File: config.mk
export PLATFORM = sky130hd
export DESIGN_NAME = threefish_stream_loader
export DESIGN_NICKNAME = d
export VERILOG_FILES = /design/src/rtl/threefish_stream_loader.sv
export SDC_FILE = /design/constraint.sdc
export NUM_CORES = 2
export LEC_CHECK = 0
export CORE_AREA = 2 2 687 689
export CTS_CLUSTER_SIZE = 28
export DETAILED_ROUTE_END_ITERATION = 10
export DIE_AREA = 0 0 689 691
export PLACE_DENSITY = 0.33
export SLEW_MARGIN = 40
export SYNTH_ARGS = -nofsm -noshare
export SYNTH_HDL_FRONTEND = slang
export SYNTH_SLANG_ARGS = --single-unit
File: constraint.sdc
create_clock -name inClk -period 3.8 [get_ports inClk]
set_input_delay 0.57 -clock inClk [delete_from_list [all_inputs] [get_ports inClk]]
set_output_delay 0.57 -clock inClk [all_outputs]
set_load 0.01 [all_outputs]
File: src/rtl/threefish_stream_loader.sv
// Threefish-512 stream loader.
// Gathers key, tweak and plaintext words from a narrow valid/ready stream.
// Strobes them into the block core, waits out the core's busy period,
// then streams the 512-bit result back out word by word.
module threefish_stream_loader #(
  parameter int DATA_W       = 32,
  parameter int BUSY_TIMEOUT = 16
) (
  input  logic              inClk,
  input  logic              inRstN,
  input  logic [DATA_W-1:0] inData,
  input  logic              inValid,
  input  logic              inReuseKey,
  output logic              outReady,
  output logic [511:0]      outKey,
  output logic              outKeyWr,
  output logic [127:0]      outTweak,
  output logic              outTweakWr,
  output logic [511:0]      outBlock,
  output logic              outBlockWr,
  input  logic [511:0]      inCoreBlock,
  input  logic              inCoreBusy,
  output logic [DATA_W-1:0] outData,
  output logic              outValid,
  input  logic              inReady,
  output logic              outIdle,
  output logic              outError
);

  localparam int NK = 512 / DATA_W;
  localparam int NB = 512 / DATA_W;
  localparam int NT = 128 / DATA_W;

  typedef enum logic [3:0] {
    IDLE,
    LOAD_KEY,
    LOAD_TWEAK,
    LOAD_BLOCK,
    WR_KEY,
    WR_TWEAK,
    WR_BLOCK,
    WAIT_HI,
    WAIT_LO,
    CAPTURE,
    UNLOAD
  } loaderState;

  loaderState   state;
  loaderState   nextState;
  logic [4:0]   wordCnt;
  logic [4:0]   loadIdx;
  logic [8:0]   bitBase;
  logic [7:0]   timeoutCnt;
  logic [511:0] keyReg;
  logic [127:0] tweakReg;
  logic [511:0] blockReg;
  logic [511:0] outShift;
  logic         keyValid;
  logic         errorReg;
  logic         reuseFrame;
  logic         inXfer;
  logic         outXfer;
  logic         loadLast;
  logic         busyTimeout;
  logic         firstWord;
  logic         reuseGranted;

  // Handshake qualifiers: input is accepted only while loading, output only while unloading.
  assign outReady = (state == IDLE) || (state == LOAD_KEY) ||
                    (state == LOAD_TWEAK) || (state == LOAD_BLOCK);
  assign outValid = (state == UNLOAD);
  assign outIdle  = (state == IDLE);
  assign inXfer   = inValid & outReady;
  assign outXfer  = outValid & inReady;

  // The first word of a frame is consumed in IDLE, so the key and reuse-block
  // loads start one word further in; the counter itself always restarts at 0.
  assign firstWord    = (state == IDLE) && inXfer;
  assign reuseGranted = inReuseKey & keyValid;
  assign loadIdx      = wordCnt + (((state == LOAD_KEY) ||
                                    ((state == LOAD_BLOCK) && reuseFrame)) ? 5'd1 : 5'd0);
  assign bitBase      = 9'(loadIdx) * 9'(DATA_W);
  assign busyTimeout  = (state == WAIT_HI) && !inCoreBusy &&
                        (timeoutCnt == 8'(BUSY_TIMEOUT - 1));

  assign outKey   = keyReg;
  assign outTweak = tweakReg;
  assign outBlock = blockReg;
  assign outData  = outShift[DATA_W-1:0];
  assign outError = errorReg;

  // Detect the last word of whichever load phase is active.
  always_comb begin
    loadLast = 1'b0;
    case (state)
      LOAD_KEY:   loadLast = (loadIdx == 5'(NK - 1));
      LOAD_TWEAK: loadLast = (loadIdx == 5'(NT - 1));
      LOAD_BLOCK: loadLast = (loadIdx == 5'(NB - 1));
      default:    loadLast = 1'b0;
    endcase
  end

  // State register; reset drops straight back to IDLE from anywhere.
  always_ff @(posedge inClk or negedge inRstN) begin
    if (!inRstN) begin
      state <= IDLE;
    end else begin
      state <= nextState;
    end
  end

  // Next-state decode and the one-cycle core write strobes.
  always_comb begin
    nextState  = state;
    outKeyWr   = 1'b0;
    outTweakWr = 1'b0;
    outBlockWr = 1'b0;
    case (state)
      IDLE: begin
        if (inXfer) begin
          nextState = reuseGranted ? LOAD_BLOCK : LOAD_KEY;
        end
      end
      LOAD_KEY: begin
        if (inXfer && loadLast) begin
          nextState = LOAD_TWEAK;
        end
      end
      LOAD_TWEAK: begin
        if (inXfer && loadLast) begin
          nextState = LOAD_BLOCK;
        end
      end
      LOAD_BLOCK: begin
        if (inXfer && loadLast) begin
          nextState = reuseFrame ? WR_BLOCK : WR_KEY;
        end
      end
      WR_KEY: begin
        outKeyWr  = 1'b1;
        nextState = WR_TWEAK;
      end
      WR_TWEAK: begin
        outTweakWr = 1'b1;
        nextState  = WR_BLOCK;
      end
      WR_BLOCK: begin
        outBlockWr = 1'b1;
        nextState  = WAIT_HI;
      end
      WAIT_HI: begin
        if (inCoreBusy) begin
          nextState = WAIT_LO;
        end else if (busyTimeout) begin
          nextState = IDLE;
        end
      end
      WAIT_LO: begin
        if (!inCoreBusy) begin
          nextState = CAPTURE;
        end
      end
      CAPTURE: begin
        nextState = UNLOAD;
      end
      UNLOAD: begin
        if (outXfer && (wordCnt == 5'(NB - 1))) begin
          nextState = IDLE;
        end
      end
      default: begin
        nextState = IDLE;
      end
    endcase
  end

  // Word counter: restarts on every state change, steps on each accepted or delivered word.
  always_ff @(posedge inClk or negedge inRstN) begin
    if (!inRstN) begin
      wordCnt <= 5'd0;
    end else if (state != nextState) begin
      wordCnt <= 5'd0;
    end else if (inXfer || outXfer) begin
      wordCnt <= wordCnt + 5'd1;
    end
  end

  // Busy-rise watchdog, armed when the block strobe goes out.
  always_ff @(posedge inClk or negedge inRstN) begin
    if (!inRstN) begin
      timeoutCnt <= 8'd0;
    end else if (state == WR_BLOCK) begin
      timeoutCnt <= 8'd0;
    end else if (state == WAIT_HI) begin
      timeoutCnt <= timeoutCnt + 8'd1;
    end
  end

  // Key, tweak and block registers only move while words are being accepted,
  // so the core sees them frozen for the whole run.
  always_ff @(posedge inClk or negedge inRstN) begin
    if (!inRstN) begin
      keyReg   <= '0;
      tweakReg <= '0;
      blockReg <= '0;
    end else if (inXfer) begin
      case (state)
        IDLE: begin
          if (reuseGranted) begin
            blockReg[DATA_W-1:0] <= inData;
          end else begin
            keyReg[DATA_W-1:0] <= inData;
          end
        end
        LOAD_KEY:   keyReg[bitBase +: DATA_W] <= inData;
        LOAD_TWEAK: tweakReg[bitBase[6:0] +: DATA_W] <= inData;
        LOAD_BLOCK: blockReg[bitBase +: DATA_W] <= inData;
        default: ;
      endcase
    end
  end

  // Frame bookkeeping: key-loaded flag, frame type and the sticky error.
  always_ff @(posedge inClk or negedge inRstN) begin
    if (!inRstN) begin
      keyValid   <= 1'b0;
      reuseFrame <= 1'b0;
      errorReg   <= 1'b0;
    end else begin
      if (state == WR_KEY) begin
        keyValid <= 1'b1;
      end
      if (firstWord) begin
        reuseFrame <= reuseGranted;
        errorReg   <= inReuseKey & ~keyValid;
      end else if (busyTimeout) begin
        errorReg <= 1'b1;
      end
    end
  end

  // Result shift register: captured after busy falls, drained LSW first.
  always_ff @(posedge inClk or negedge inRstN) begin
    if (!inRstN) begin
      outShift <= '0;
    end else if (state == CAPTURE) begin
      outShift <= inCoreBlock;
    end else if (outXfer) begin
      outShift <= outShift >> DATA_W;
    end
  end

endmodule

==> flow_metrics.env <==
# flow metrics
export IMPL_status="completed"
export IMPL_crit_slowest_cell="dfrtp_1"
export IMPL_setup_viol=0
export IMPL_htreeDepth=4
export IMPL_setup_tns_ps=0
export IMPL_fill_cells=50614
export IMPL_dp_slack_ps=-141
export IMPL_p_sw_mw=35.0
export IMPL_skew_ps=132
export IMPL_lay_top_cells="clkdlybuf4s50_1, dfrtp_1, nand2_1, mux2_2, nor2_1"
export IMPL_routed_via_density=3.83
export IMPL_grt_max_degree=193
export IMPL_cts_setup_buffers=0
export IMPL_netlist_instances=6123
export IMPL_logic_area_um2=24200
export IMPL_die_area_um2=476000
export IMPL_layout_setup_ws_ps=200
export IMPL_seq_area_um2=42100
export IMPL_pwr_share_seq_pct=31.0
export IMPL_logic_family="multiplexers"
export IMPL_insertion_delay_ps=950
export IMPL_ys_cells=6123
export IMPL_rrSetupSlack_ps=200
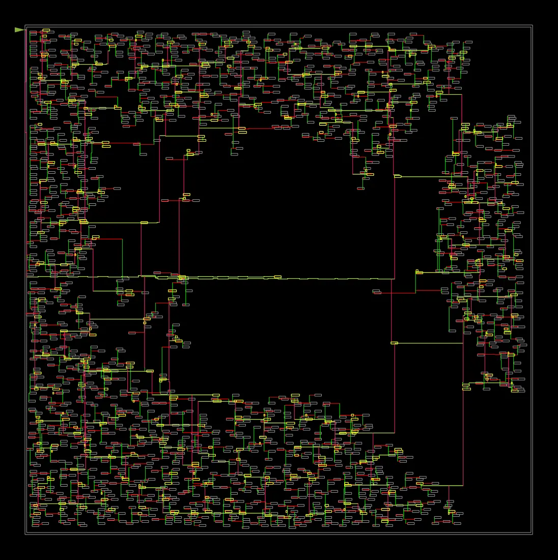
*Clock routing*
Flops: 1684
clk sinks: 1684

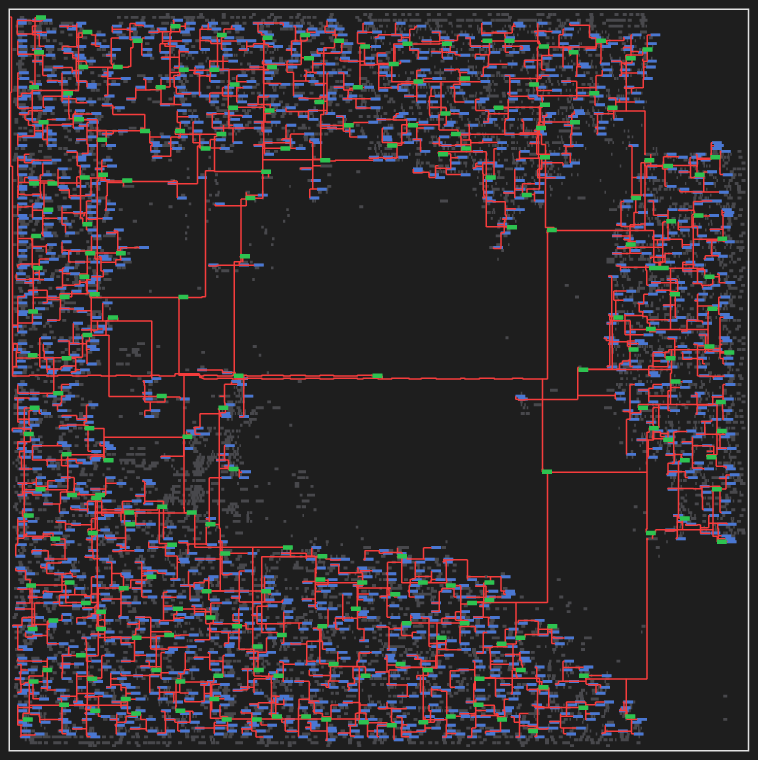
*Clock network drawn from the DEF*
blue -> flip-flops  # count 1684
green -> clock drivers  # count 222
red -> clock wires  # length 31.1 mm
routed clock nets = 223
flops lie = all over the die
clock share of power: 25.5%
Clock group: 22.4 mW

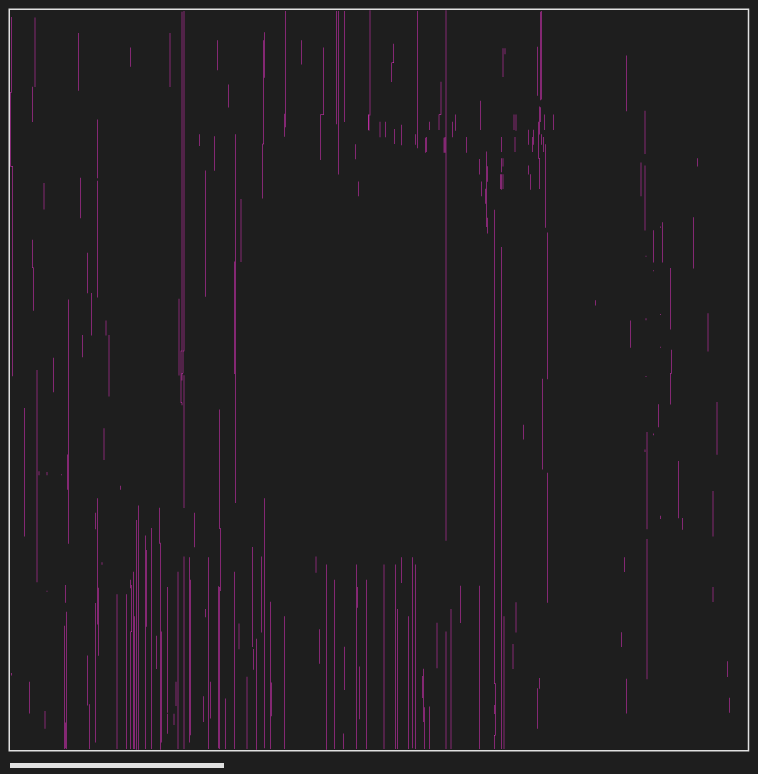
*Signal wires on met4*
Scale bar: 200 µm.
main direction = vertical
nets with wire on the layer = 158
longest straight run = 495 µm
wire length on this layer = 16400 µm
drt total wl: 407000 µm
vias after detailed routing: 54905

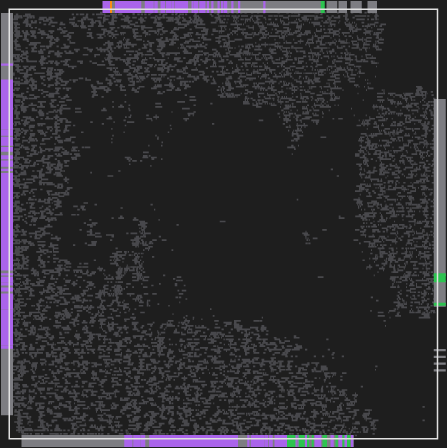
*Pin placement*
Pins as bars across the die edge, other pins in gray.
green -> `outData`  # pins 32, direction output, edge 19 south, 10 east, 3 north
purple -> `outBlock`  # pins 512, direction output, edge 248 west, 173 south, 91 north
orange -> `outTweakWr`  # pins 1, direction output, edge north
all pins by edge = 580 south, 476 west, 436 north, 249 east
chip width: 689 µm
Port Buf Inserts: 1740
Die H: 691 µm

Power figures rest on the tool's default switching activity, not on a simulated workload.
